**config.mk**
```make
export PLATFORM = sky130hd
export DESIGN_NAME = pulse_gen
export DESIGN_NICKNAME = d
export VERILOG_FILES = /design/src/rtl/pulse_pkg.sv /design/src/rtl/pl_tick_gen.sv /design/src/rtl/pulse_gen.sv
export SDC_FILE = /design/constraint.sdc
export NUM_CORES = 1
export LEC_CHECK = 0
export CAP_MARGIN = 40
export CORE_MARGIN = 1
export CORE_UTILIZATION = 58
export DETAILED_ROUTE_END_ITERATION = 7
export PLACE_DENSITY = 0.83
export SLEW_MARGIN = 30
export SYNTH_ARGS = -nofsm -noshare
export SYNTH_HDL_FRONTEND = slang
export SYNTH_HIERARCHICAL = 1
export SYNTH_SLANG_ARGS = --single-unit
export TNS_END_PERCENT = 1
```
**constraint.sdc**
```tcl
create_clock -name clk_Pulse -period 4.1 [get_ports clk_Pulse]
set_clock_uncertainty 0.2 [all_clocks]
set_input_delay 1.025 -clock clk_Pulse [delete_from_list [all_inputs] [get_ports clk_Pulse]]
set_output_delay 1.025 -clock clk_Pulse [all_outputs]
set_load 0.01 [all_outputs]
```
**src/rtl/pulse_pkg.sv**
```systemverilog
// Shared light-pulse definitions: scale codes, scale constants and FSM encoding.
// The delay stage reuses the same scale codes.
package pulse_pkg;

  localparam int          CNT_W       = 17;
  localparam logic [4:0]  MLT_X1      = 5'd1;
  localparam logic [4:0]  MLT_X100    = 5'd2;
  localparam int unsigned SCALE_X100  = 100;
  localparam int unsigned SCALE_X100K = 100000;

  typedef enum logic [1:0] {
    ST_IDLE  = 2'd0,
    ST_PULSE = 2'd1,
    ST_DONE  = 2'd2,
    ST_HOLD  = 2'd3
  } pulse_state_t;

  // Terminal prescaler count for a scale code; unknown codes select the slowest scale.
  function automatic logic [CNT_W-1:0] tick_period_m1(input logic [4:0] mlt);
    logic [CNT_W-1:0] last;
    case (mlt)
      MLT_X1:   last = '0;
      MLT_X100: last = CNT_W'(SCALE_X100 - 1);
      default:  last = CNT_W'(SCALE_X100K - 1);
    endcase
    return last;
  endfunction

endpackage

```
**src/rtl/pl_tick_gen.sv**
```systemverilog
// Prescaler for the pulse generator: one-cycle tick every scale cycles while enabled,
// counting from zero after a clear.
import pulse_pkg::*;

module pl_tick_gen (
  input  logic       clk,
  input  logic       rst,
  input  logic       clear,
  input  logic       enable,
  input  logic [4:0] mlt,
  output logic       tick
);

  logic [CNT_W-1:0] cnt;
  logic [CNT_W-1:0] last;

  assign last = tick_period_m1(mlt);
  assign tick = enable && (cnt == last);

  always_ff @(posedge clk) begin
    if (rst || clear) begin
      cnt <= '0;
    end else if (enable) begin
      cnt <= tick ? '0 : cnt + CNT_W'(1);
    end
  end

endmodule

```
**src/rtl/pulse_gen.sv**
```systemverilog
// Light-pulse generator: on a launch rising edge drives PL_out for pulse_len x scale
// cycles, strobes End_Flg_PL on normal completion, then holds until launch drops.
import pulse_pkg::*;

module pulse_gen (
  input  logic        clk_Pulse,
  input  logic        rst_Pulse,
  input  logic        PL_launch,
  input  logic [16:0] pulse_len,
  input  logic [4:0]  pl_mlt,
  output logic        PL_out,
  output logic        End_Flg_PL,
  output logic        busy,
  output logic [1:0]  state_dbg
);

  // Handshake: PL_launch is a level; a pulse starts only on its sampled 0->1 transition
  // and lowering it mid-pulse aborts the pulse without a completion strobe.

  pulse_state_t     state;
  logic             launch_prev;
  logic [CNT_W-1:0] len_q;
  logic [4:0]       mlt_q;
  logic [CNT_W-1:0] unit_cnt;
  logic [CNT_W-1:0] unit_nxt;
  logic             tick;
  logic             in_pulse;
  logic             launch_edge;

  assign in_pulse    = (state == ST_PULSE);
  assign launch_edge = PL_launch && !launch_prev;
  assign unit_nxt    = unit_cnt + CNT_W'(1);
  assign state_dbg   = state;

  // Clearing on a low launch resets the prescaler in the same edge as an abort.
  pl_tick_gen u_tick (
    .clk    (clk_Pulse),
    .rst    (rst_Pulse),
    .clear  (!in_pulse || !PL_launch),
    .enable (in_pulse),
    .mlt    (mlt_q),
    .tick   (tick)
  );

  always_ff @(posedge clk_Pulse) begin
    if (rst_Pulse) begin
      state       <= ST_IDLE;
      PL_out      <= 1'b0;
      End_Flg_PL  <= 1'b0;
      busy        <= 1'b0;
      unit_cnt    <= '0;
      len_q       <= '0;
      mlt_q       <= '0;
      launch_prev <= 1'b1;
    end else begin
      launch_prev <= PL_launch;
      End_Flg_PL  <= 1'b0;
      case (state)
        ST_IDLE: begin
          if (launch_edge) begin
            len_q    <= pulse_len;
            mlt_q    <= pl_mlt;
            unit_cnt <= '0;
            busy     <= 1'b1;
            if (pulse_len != '0) begin
              state  <= ST_PULSE;
              PL_out <= 1'b1;
            end else begin
              state      <= ST_DONE;
              End_Flg_PL <= 1'b1;
            end
          end
        end
        ST_PULSE: begin
          if (!PL_launch) begin
            state    <= ST_IDLE;
            PL_out   <= 1'b0;
            busy     <= 1'b0;
            unit_cnt <= '0;
          end else if (tick) begin
            if (unit_nxt == len_q) begin
              state      <= ST_DONE;
              PL_out     <= 1'b0;
              End_Flg_PL <= 1'b1;
              unit_cnt   <= '0;
            end else begin
              unit_cnt <= unit_nxt;
            end
          end
        end
        ST_DONE: begin
          state <= ST_HOLD;
        end
        ST_HOLD: begin
          if (!PL_launch) begin
            state <= ST_IDLE;
            busy  <= 1'b0;
          end
        end
        default: begin
          state    <= ST_IDLE;
          PL_out   <= 1'b0;
          busy     <= 1'b0;
          unit_cnt <= '0;
        end
      endcase
    end
  end

endmodule
```
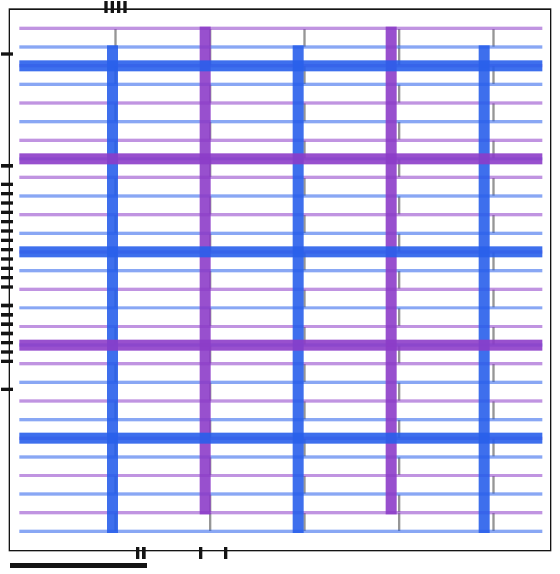
Figure 1: power grid.
Bar = 20 um. Pins as bars on the die edge. Tap cells in gray.
legend:
  blue:
    net: VSS
  purple:
    net: VDD
met5 straps: 5
met1 rails: 28
tap cells: 72
rows: 27
signal pins: 30

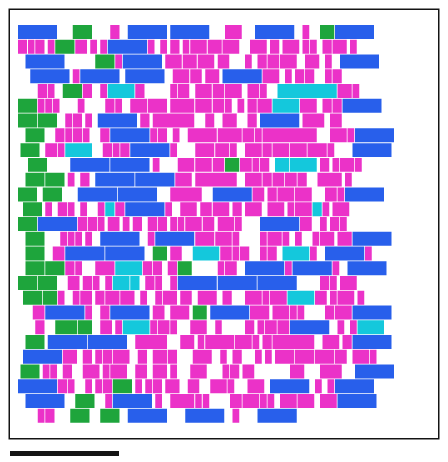
Figure 2: placement by cell class.
Bar = 20 um.
legend:
  blue:
    class: flip-flops
    cells: 62
    share_of_their_area: 32%
  green:
    class: other buffers and delay cells
    cells: 37
    share_of_their_area: 9.1%
  cyan:
    class: clock drivers and dummy loads
    cells: 16
    share_of_their_area: 5.1%
  magenta:
    class: all other logic
    cells: 344
    share_of_their_area: 54%
cell area after layout: 3970 um^2
site row count: 27
core footprint: 5610 um^2

==> deck_impl_summary.md <==
Synthesis and Place & Route Summary

Synthesis
  – Ao+oa area frac: 14.6%
  – Dominant synthesized flop cell: dfxtp_1
  – Post-synth seq share: 36.2%
  – Synth cell types: 59
  – Yosys xor share: 11.0%
  – Yosys simple share: 32.8%
  – Synth Net Count: 455
  – Syn Inst Count: 428
  – Yosys stat area: 3430 um^2
  – Post-synth EDFFs: 0
  – Top cells by area: dfxtp_1 36%, nand2_1 8.7%, xnor2_1 7.4%
  – Asr flop ratio synth: 0%
  – Yosys warning total: 6
  – Cell taking the most area after synthesis: dfxtp_1
  – Fa+ha+maj area frac: 0.730%
  – Synth logic family: simple AND/OR/NAND/NOR gates
  – Most frequent cell after synthesis: nand2_1

Final layout
  – Dominant class by area: logic gates
  – Signal buffers: 37
  – Area grow syn2layout: 15.8%
  – Comb/total area: 51.2%
  – Data buffer area share: 8.93%
  – Most numerous logic cells after layout: 79 x nand2_1, 62 x dfxtp_1, 38 x nor2_1
  – # diodes: 0
  – Inverters: 14
  – Final cell count without fillers: 531
  – # clk buffers: 10
  – Seq/total area: 31.3%
  – Clock network area share: 5.02%
  – Most common logic cell in the routed design: nand2_1
  – Share of layout cells above drive strength 1: 10.9%
  – Fill count: 451
  – Nets: 481

Floorplanning
  – Ports: 30
  – Die W: 78.9 um
  – # Taps: 72
  – Total Die Area: 6220 um^2
  – Die height: 78.9 um

Power
  – PwrDens: 318 nW/um^2
  – Clock power frac: 42.9%
  – Sw frac: 24.1%
  – Clock group: 541 uW
  – Combinational power: 100 uW
  – P_sw: 304 uW
  – Seq pwr: 619 uW
  – Reg power frac: 49.1%
  – Pwr Total: 1260 uW
  – Pwr top: registers

Setup path
  – Startpoint types: flip-flop
  – Largest incremental delay on the critical path: 620 ps
  – Crit path max fanout: 16
  – Top delay family on crit path: simple AND/OR/NAND/NOR gates
  – Worst R2R End: unit_cnt[4]$_SDFFE_PP0P_
  – Crit path cell chain: nor2b_1 -> or4b_2 -> nor3_2 -> nor4b_1 -> inv_1 -> a21boi_0 -> nor2_1 -> nor3_1 -> buf_4 -> nand4_1 -> o311ai_1
  – Crit path max-delay cell type: or4b_2
  – Worst setup path end: unit_cnt[4]$_SDFFE_PP0P_
  – R2r worst-path depth: 11
  – Worst Setup End Kind: flip-flop
  – CP Data Required Time: 4140 ps

Drt
  – Drt wl/cell: 14.9 um
  – Top Metal Used: met4
  – Met2 WL: 3500 um
  – Met3 WL: 440 um
  – DRT iter0 DRCs: 308
  – DRC Markers: 0
  – DR vias/cell: 5.96
  – DRT Pass-1 Iters: 5
  – Vias: 3166
  – Final wirelength: 7940 um

Global routing
  – Vias in the first global route: 2937
  – GRT Util Overall: 28.0%
  – M3 GR Usage: 4.37%
  – M1 GR Usage: 40.1%
  – Grt ovf: 0
  – First-pass GRT wire length: 13600 um

Placement
  – Port Buffer Count: 29
  – Placement Setup Slack: 931 ps
  – Post-Place Cells: 514
  – Gpl congestion: 0.908
  – DP HPWL: 5580 um
  – Placed cell areas: 3760 um^2

STA
  – Final hold violations: 0
  – Setup TNS: 0 ps
  – Tcrit/Tclk final: 77.8%
  – Final setup violation count: 0
  – Relative slew slack: 67.9%
  – Final Slew Violations: 0
  – Final setup margin: 910 ps
  – Worst-Margin Slew: 481 ps
  – WHS: 265 ps

CTS
  – CTS Sinks: 62
  – Post-CTS Setup Repair Bufs: 0
  – Clock latency on the worst-skew pair: 340 ps
  – Post-cts sizing count: 0
  – Root buf cell: clkbuf_8
  – CTS Hold Buffers Added: 0
  – Max Root-Sink Buffers: 2
  – H-tree depth: 3

Worst hold path
  – WHS Path Cells: 2
  – Hold worst-path end: len_q[1]$_SDFFE_PP0P_
  – Worst Hold Launch: len_q[1]$_SDFFE_PP0P_

Run status
  – Status: completed
Power is estimated from default activity; no workload was simulated.
